A small window of the routed layout:
Bar = 20 µm. Window x 71 to 121, y 23 to 73 µm. Cells in gray, sequential cells in the stronger gray; small squares are vias.
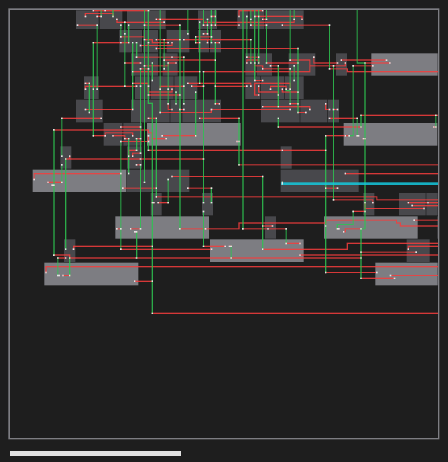
Register map, names as in the netlist:
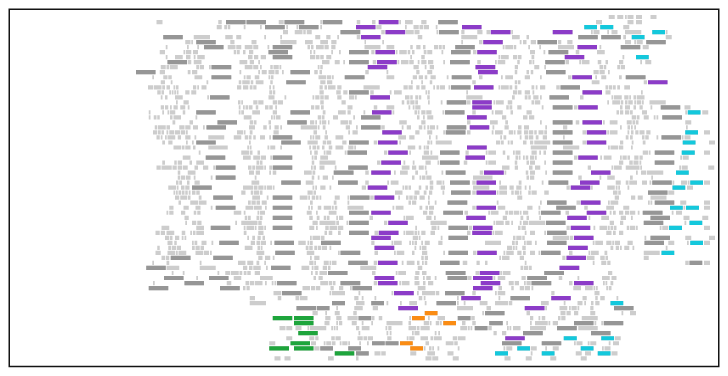
Routed metal per tile:
Bar = 100 µm. 38 x 19 tiles, from black (low) to pale yellow (high), scaled to the fullest tile. Values are wire area over tile area, all layers added.
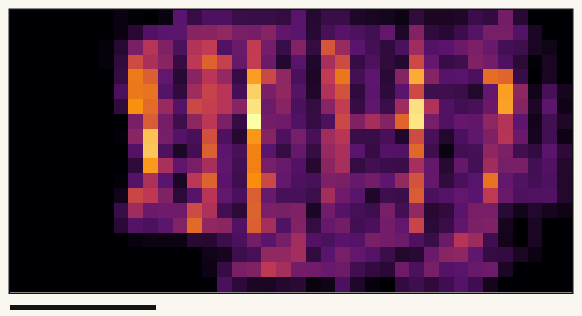
Placed standard cells:
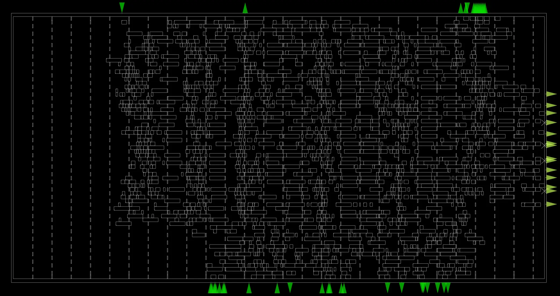
===== src/rtl/cic_pkg.sv =====
// Shared constants and helpers for the PDM CIC decimator: accumulator sizing,
// bipolar PDM mapping and output word scaling.
package cic_pkg;

    localparam int unsigned MIN_STAGES = 1;
    localparam int unsigned MAX_STAGES = 6;
    localparam int unsigned MIN_DELAY  = 1;
    localparam int unsigned MAX_DELAY  = 2;

    // Wide enough for any legal accumulator before it is cut to the output width.
    localparam int unsigned SCALE_W = 128;

    localparam logic signed [1:0] PDM_POS = 2'sb01;
    localparam logic signed [1:0] PDM_NEG = 2'sb11;

    function automatic int unsigned acc_width(input int unsigned n_stages,
                                              input int unsigned dec_w,
                                              input int unsigned diff_delay);
        return n_stages * (dec_w + $clog2(diff_delay)) + 2;
    endfunction

    // acc_sx is the accumulator already sign-extended to SCALE_W bits; the
    // caller keeps the low out_w bits of the result.
    function automatic logic [SCALE_W-1:0] scale_word(input logic [SCALE_W-1:0] acc_sx,
                                                      input int unsigned        acc_w,
                                                      input int unsigned        out_w);
        logic signed [SCALE_W-1:0] acc_s;
        acc_s = signed'(acc_sx);
        if (acc_w <= out_w) begin
            return acc_sx;
        end
        return SCALE_W'(acc_s >>> (acc_w - out_w));
    endfunction

endpackage


===== src/rtl/cic_chain.sv =====
// One CIC channel: N cascaded integrators at the mic bit rate feeding an
// N-stage comb pipeline that runs once per decimation strobe.
module cic_chain
    import cic_pkg::*;
#(
    parameter int unsigned N_STAGES   = 3,
    parameter int unsigned DIFF_DELAY = 1,
    parameter int unsigned ACC_W      = 26
) (
    input  logic             clk,
    input  logic             rst,
    input  logic             sample_en,
    input  logic             pdm_bit,
    input  logic             strobe,
    output logic [ACC_W-1:0] word,
    output logic             word_valid
);

    if (N_STAGES < MIN_STAGES || N_STAGES > MAX_STAGES) begin : g_bad_stages
        $error("cic_chain: N_STAGES out of range");
    end
    if (DIFF_DELAY < MIN_DELAY || DIFF_DELAY > MAX_DELAY) begin : g_bad_delay
        $error("cic_chain: DIFF_DELAY out of range");
    end

    logic signed [1:0]   pdm_val;
    logic [ACC_W-1:0]    x_ext;
    logic [ACC_W-1:0]    integ   [N_STAGES];
    logic [ACC_W-1:0]    comb    [N_STAGES];
    logic [ACC_W-1:0]    comb_in [N_STAGES];
    logic [ACC_W-1:0]    dly     [N_STAGES][DIFF_DELAY];
    logic [N_STAGES-1:0] comb_en;
    logic [N_STAGES-1:0] comb_vld;

    assign pdm_val = pdm_bit ? PDM_POS : PDM_NEG;
    assign x_ext   = {{(ACC_W-2){pdm_val[1]}}, pdm_val};

    // Integrators wrap modulo 2^ACC_W; the combs undo the wrap exactly.
    always_ff @(posedge clk) begin
        if (rst) begin
            for (int unsigned k = 0; k < N_STAGES; k++) begin
                integ[k] <= '0;
            end
        end else if (sample_en) begin
            integ[0] <= integ[0] + x_ext;
            for (int unsigned k = 1; k < N_STAGES; k++) begin
                integ[k] <= integ[k] + integ[k-1];
            end
        end
    end

    always_comb begin
        comb_in[0] = integ[N_STAGES-1];
        comb_en[0] = strobe;
        for (int unsigned k = 1; k < N_STAGES; k++) begin
            comb_in[k] = comb[k-1];
            comb_en[k] = comb_vld[k-1];
        end
    end

    // The comb pipeline advances one stage per clk behind the strobe.
    always_ff @(posedge clk) begin
        if (rst) begin
            comb_vld <= '0;
            for (int unsigned k = 0; k < N_STAGES; k++) begin
                comb[k] <= '0;
                for (int unsigned d = 0; d < DIFF_DELAY; d++) begin
                    dly[k][d] <= '0;
                end
            end
        end else begin
            for (int unsigned k = 0; k < N_STAGES; k++) begin
                comb_vld[k] <= comb_en[k];
                if (comb_en[k]) begin
                    comb[k]   <= comb_in[k] - dly[k][DIFF_DELAY-1];
                    dly[k][0] <= comb_in[k];
                    for (int unsigned d = 1; d < DIFF_DELAY; d++) begin
                        dly[k][d] <= dly[k][d-1];
                    end
                end
            end
        end
    end

    assign word       = comb[N_STAGES-1];
    assign word_valid = comb_vld[N_STAGES-1];

endmodule


===== src/rtl/cic_pdm_decimator.sv =====
// PDM microphone CIC decimator: mic clock generation, decimation control and
// output sequencing. Define CIC_STEREO_EN to add a left channel sampled on rise events.
module cic_pdm_decimator
    import cic_pkg::*;
#(
    parameter int unsigned N_STAGES   = 3,
    parameter int unsigned DIFF_DELAY = 1,
    parameter int unsigned DEC_W      = 8,
    parameter int unsigned CLK_DIV_W  = 5,
    parameter int unsigned OUT_W      = 32
) (
    input  logic                 clk,
    input  logic                 rst,
    input  logic [CLK_DIV_W-1:0] clk_div,
    input  logic [DEC_W-1:0]     dec_num,
    input  logic                 data_in,
    output logic                 clk_out,
    output logic                 channel,
    output logic [OUT_W-1:0]     data_out,
    output logic                 data_out_ch,
    output logic                 data_out_valid
);

    localparam int unsigned ACC_W = acc_width(N_STAGES, DEC_W, DIFF_DELAY);

    logic [CLK_DIV_W-1:0] div_cnt;
    logic                 tc;
    logic                 fall_ev;
    logic                 strobe;
    logic [DEC_W-1:0]     dec_cntr;
    logic [DEC_W-1:0]     dec_ratio;
    logic [ACC_W-1:0]     r_word;
    logic                 r_valid;

    function automatic logic [OUT_W-1:0] to_out(input logic [ACC_W-1:0] w);
        logic [SCALE_W-1:0] s;
        s = scale_word(SCALE_W'(signed'(w)), ACC_W, OUT_W);
        return s[OUT_W-1:0];
    endfunction

    assign channel = 1'b1;

    // Terminal count sits at div_cnt==0 so clk_out toggles on the first clk out of reset.
    assign tc      = (div_cnt == '0);
    assign fall_ev = tc & clk_out;
    assign strobe  = fall_ev & (dec_cntr == dec_ratio);

    always_ff @(posedge clk) begin
        if (rst) begin
            div_cnt <= '0;
            clk_out <= 1'b1;
        end else begin
            div_cnt <= (div_cnt >= clk_div) ? '0 : div_cnt + CLK_DIV_W'(1);
            if (tc) begin
                clk_out <= ~clk_out;
            end
        end
    end

    // dec_ratio follows dec_num throughout reset and is re-sampled only on wrap.
    always_ff @(posedge clk) begin
        if (rst) begin
            dec_cntr  <= '0;
            dec_ratio <= dec_num;
        end else if (strobe) begin
            dec_cntr  <= '0;
            dec_ratio <= dec_num;
        end else if (fall_ev) begin
            dec_cntr <= dec_cntr + DEC_W'(1);
        end
    end

    cic_chain #(
        .N_STAGES   (N_STAGES),
        .DIFF_DELAY (DIFF_DELAY),
        .ACC_W      (ACC_W)
    ) u_right (
        .clk        (clk),
        .rst        (rst),
        .sample_en  (fall_ev),
        .pdm_bit    (data_in),
        .strobe     (strobe),
        .word       (r_word),
        .word_valid (r_valid)
    );

`ifdef CIC_STEREO_EN
    logic             rise_ev;
    logic [ACC_W-1:0] l_word;
    logic             l_valid;
    logic [OUT_W-1:0] left_hold;
    logic             left_pending;

    assign rise_ev = tc & ~clk_out;

    cic_chain #(
        .N_STAGES   (N_STAGES),
        .DIFF_DELAY (DIFF_DELAY),
        .ACC_W      (ACC_W)
    ) u_left (
        .clk        (clk),
        .rst        (rst),
        .sample_en  (rise_ev),
        .pdm_bit    (data_in),
        .strobe     (strobe),
        .word       (l_word),
        .word_valid (l_valid)
    );

    // Both chains finish together; the left word waits one clk behind the right.
    always_ff @(posedge clk) begin
        if (rst) begin
            data_out       <= '0;
            data_out_ch    <= 1'b1;
            data_out_valid <= 1'b0;
            left_hold      <= '0;
            left_pending   <= 1'b0;
        end else begin
            data_out_valid <= 1'b0;
            if (r_valid) begin
                data_out       <= to_out(r_word);
                data_out_ch    <= 1'b1;
                data_out_valid <= 1'b1;
            end else if (left_pending) begin
                data_out       <= left_hold;
                data_out_ch    <= 1'b0;
                data_out_valid <= 1'b1;
            end
            left_pending <= l_valid;
            if (l_valid) begin
                left_hold <= to_out(l_word);
            end
        end
    end
`else
    assign data_out_ch = 1'b1;

    always_ff @(posedge clk) begin
        if (rst) begin
            data_out       <= '0;
            data_out_valid <= 1'b0;
        end else begin
            data_out_valid <= r_valid;
            if (r_valid) begin
                data_out <= to_out(r_word);
            end
        end
    end
`endif

endmodule


===== config.mk =====
export PLATFORM = sky130hd
export DESIGN_NAME = cic_pdm_decimator
export DESIGN_NICKNAME = d
export VERILOG_FILES = /design/src/rtl/cic_pkg.sv /design/src/rtl/cic_chain.sv /design/src/rtl/cic_pdm_decimator.sv
export SDC_FILE = /design/constraint.sdc
export NUM_CORES = 1
export LEC_CHECK = 0
export CAP_MARGIN = 20
export CORE_ASPECT_RATIO = 0.5
export CORE_UTILIZATION = 25
export DETAILED_ROUTE_END_ITERATION = 10
export GPL_TIMING_DRIVEN = 1
export PLACE_DENSITY = 0.41
export SYNTH_ARGS = -nofsm -noshare
export SYNTH_HDL_FRONTEND = slang
export SYNTH_SLANG_ARGS = --single-unit

===== constraint.sdc =====
create_clock -name clk -period 4.5 [get_ports clk]
set_clock_uncertainty 0.1 [all_clocks]
set_input_delay 0.9 -clock clk [delete_from_list [all_inputs] [get_ports clk]]
set_output_delay 0.9 -clock clk [all_outputs]
set_load 0.05 [all_outputs]

==> impl_metrics.yaml <==
# synthesis and place-and-route metrics
outcome:
  outcome: "finished with violations"
  violations: "design-rule violations"
layout:
  mostFrequentLayoutCells: "nor2_1 (255), edfxtp_1 (242), ha_1 (157), a21oi_1 (117), inv_1 (116)"
  layout-drive-gt1-share_pct: 5.16
  synthToLayoutAreaGrowth_pct: 14.8
  num-nets-final: 2052
  final.fill_count: 7526
  antenna_diode_instance_count: 0
synth:
  synth.distinct_cells: 79
  ys_cells: 1827
  synth-main-ff-cell: "edfxtp_1"
  postSynthAreaPerCell_um2: 9.97
  yosysWarningCount: 0
  yosys.stat.chipArea_um2: 18200
  edf_count: 242
  synth_cells: 1827
cts:
  cts_hold_repair.buffers: 0
  cts_setup_buffers: 0
  numCtsBuffers: 35
  numClockSinks: 286
  cts_root_buffer: "clkbuf_16"
  ctsHtreeMaxLevel: 2
  clk_transition_reported_paths_ns: 0.06
  clock_latency_ns: 0.53
setup_path:
  crit_path_frequent_cell: "a211oi_1"
  critPathCaptureType: "register"
  regToRegStartpoint: "u_right.comb[0][26]"
  critPathTopFamily: "AND-OR/OR-AND gates"
  r2r_end: "u_right.comb[0][76]"
  cp_required_ns: 4.64
  critPathSlowestCell: "clkdlybuf4s50_1"
  worst-setup-path-type: "input port to register"
  cp_slowest_stage_delay_ns: 0.57
  path_max_fanout: 8
route:
  first_pass_iters: 8
  drt_first_iter_violations: 551
  drt.antenna.violating_nets: 0
  drc: 4
global_route:
  grt-ovfl-total: 0
  grt_first_pass_wirelength_mm: 64.2
  grt_start_max_net_pins: 76
  number_of_antenna_violations_at_the_first_check_in_global_routing: 0
pwr:
  p_leak_nw: 8.29
  irDropWorstVdd_mv: 0.275
placed_design:
  finalWeightedCongestion: 0.825
worst_hold_path:
  worstHoldPathType: "register to register"
  min-delay-start: "div_cnt[0]"
  hold_depth: 1
  min_delay_worst_endpoint: "div_cnt[0]"
floorplan:
  die_area_um2: 74000
  io-pin-count: 52
  initCoreUtil_pct: 25.5
  die_width_um: 384
timing:
  period_needed_ns: 3.72
  slew_at_the_pin_closest_to_its_max_slew_limit_ns: 0.898
  slew-limit-headroom_pct: 40.1
  timing.final.max_slew_violations: 0
  holdWs_ns: 0.371
  hold_viol_final: 0
  final-setup-viol-count: 0
  max_freq_mhz: 269
  grt_setup_unrepaired: "false"
  post-route-period-util_pct: 82.6
run:
  count_of_warning_messages_emitted_by_the_tools: 27
  maxCapViolCount: 0
About 'a small window of the routed layout':
layer	color
M2	green
M3	cyan
M1	red
netlist names of flops here include	u_right.integ (9)
sequential cells in the window	9
most frequent	nor2_1 (10), edfxtp_1 (9), ha_1 (5)
cells with their middle in the window	55

About 'register map, names as in the netlist':
netlist name	color	sequential cells
div_cnt	orange	5
dec_ratio	green	8
data_out	cyan	26
u_right.dly	purple	78
not colored	169
flop share of the area: 39.0%
core utilization of the finished layout: 29.2%
power dissipated in sequential cells: 3.47 mW
Sequential cell area: 8150 µm²

About 'routed metal per tile':
fullest tile	0.39
mean over tiles	0.080
nearly empty tiles	26%
emptiest ninth of the die	bottom left
routed wire length: 38.6 mm
total vias in the final route: 12.5k
wire per inst: 13.5 µm
overall global routing resource usage: 10.5%

About 'placed standard cells':
final std cells w/o fill: 2,858
Row Count: 69
Core Region: 71,500 µm²

[report_power, final]
| group | internal, mW | switching [mW] | leakage, nW |
|---|---|---|---|
| Combinational | 1.34 | 1.85 | 4.86 |
| Sequential | 3.22 | 0.250 | 2.89 |
| Clock | 1.65 | 1.15 | 0.538 |
[metrics by stage]
step           std cells  power, mW  cell area (µm²)  setup WS [ns]
2_1_floorplan       1828       5.97            18200          0.593
3_3_place_gp        2794       6.73            19800          0.164
3_5_place_dp        2794       6.72            19800          0.147
4_1_cts             2858       9.60            20900          0.707
5_1_grt             2858       10.1            20900          0.560
6_report            2858       9.44            20900          0.784
[cells in the mapped netlist, types with 22 or more instances]
cell type / instances / area (µm²)
a21o_1: 57 / 428
edfxtp_1: 242 / 7270
o21ai_0: 87 / 435
xor2_1: 68 / 596
o21a_1: 26 / 195
a211oi_1: 30 / 225
ha_1: 157 / 1960
xnor2_1: 72 / 631
nand3_1: 26 / 130
a21oi_1: 117 / 586
clkbuf_1: 28 / 105
mux2i_1: 26 / 260
nor2b_1: 22 / 138
inv_1: 116 / 435
nand2_1: 85 / 319
dfxtp_1: 44 / 881
nand4_1: 22 / 138
nor3_1: 23 / 115
and2_1: 88 / 551
nor2_1: 255 / 957
[layer usage]
| metal | wire length [µm] | GRT usage [%] | vias up | share of wire [%] |
|---|---|---|---|---|
| li1 | - | - | 6690 | - |
| met1 | 19900 | 14.3 | 5675 | 51 |
| met2 | 16900 | 17.4 | 122 | 44 |
| met3 | 997 | 1.57 | 49 | 2.6 |
| met4 | 833 | 2.80 | 0 | 2.2 |
| met5 | 0 | 0 | - | 0 |
[logic make-up (layout without fill, tap and decap cells)]
family	Yosys count	in the layout	share of synthesized area (%)
simple gates	594	594	15.7
compound gates	442	442	16.1
flops	286	286	44.7
buf+inv	175	247	3.85
fa+ha+maj	163	163	11.4
xor+xnor	140	140	6.73
mux	26	26	1.43
other cells	1	2	0.0206
[final cells by class]
cell class / instances / area, µm² / area share (%)
Timing Repair Buffer: 67 / 621 / 2.97
Clock buffer: 45 / 935 / 4.47
Multi-Input combinational cell: 1367 / 9380 / 44.9
Tap cell: 958 / 1200 / 5.74
Inverter: 116 / 435 / 2.08
Clock inverter: 19 / 184 / 0.880
Sequential cell: 286 / 8150 / 39.0
[how the worst max path moves through the flow]
stage             from              endpoint  slack (ns)  cells after the start
2_1_floorplan      rst   u_right.integ[0][0]        0.59                      3
3_3_place_gp   data_in  u_right.integ[0][25]        0.16                     12
3_5_place_dp   data_in  u_right.integ[0][25]        0.15                     12
4_1_cts        data_in  u_right.integ[0][25]        0.71                     12
5_1_grt        data_in  u_right.integ[0][25]        0.56                     13
6_report       data_in  u_right.integ[0][25]        0.78                     12
[sequential cells by signal, summed over array words and instances (netlist names)]
name              cells
u_right.integ        78
clk_out               1
dec_ratio             8
data_out_valid        1
div_cnt               5
u_right.comb_vld      3
u_right.comb         78
dec_cntr              8
u_right.dly          78
data_out             26
Power and IR drop assume default switching activity.
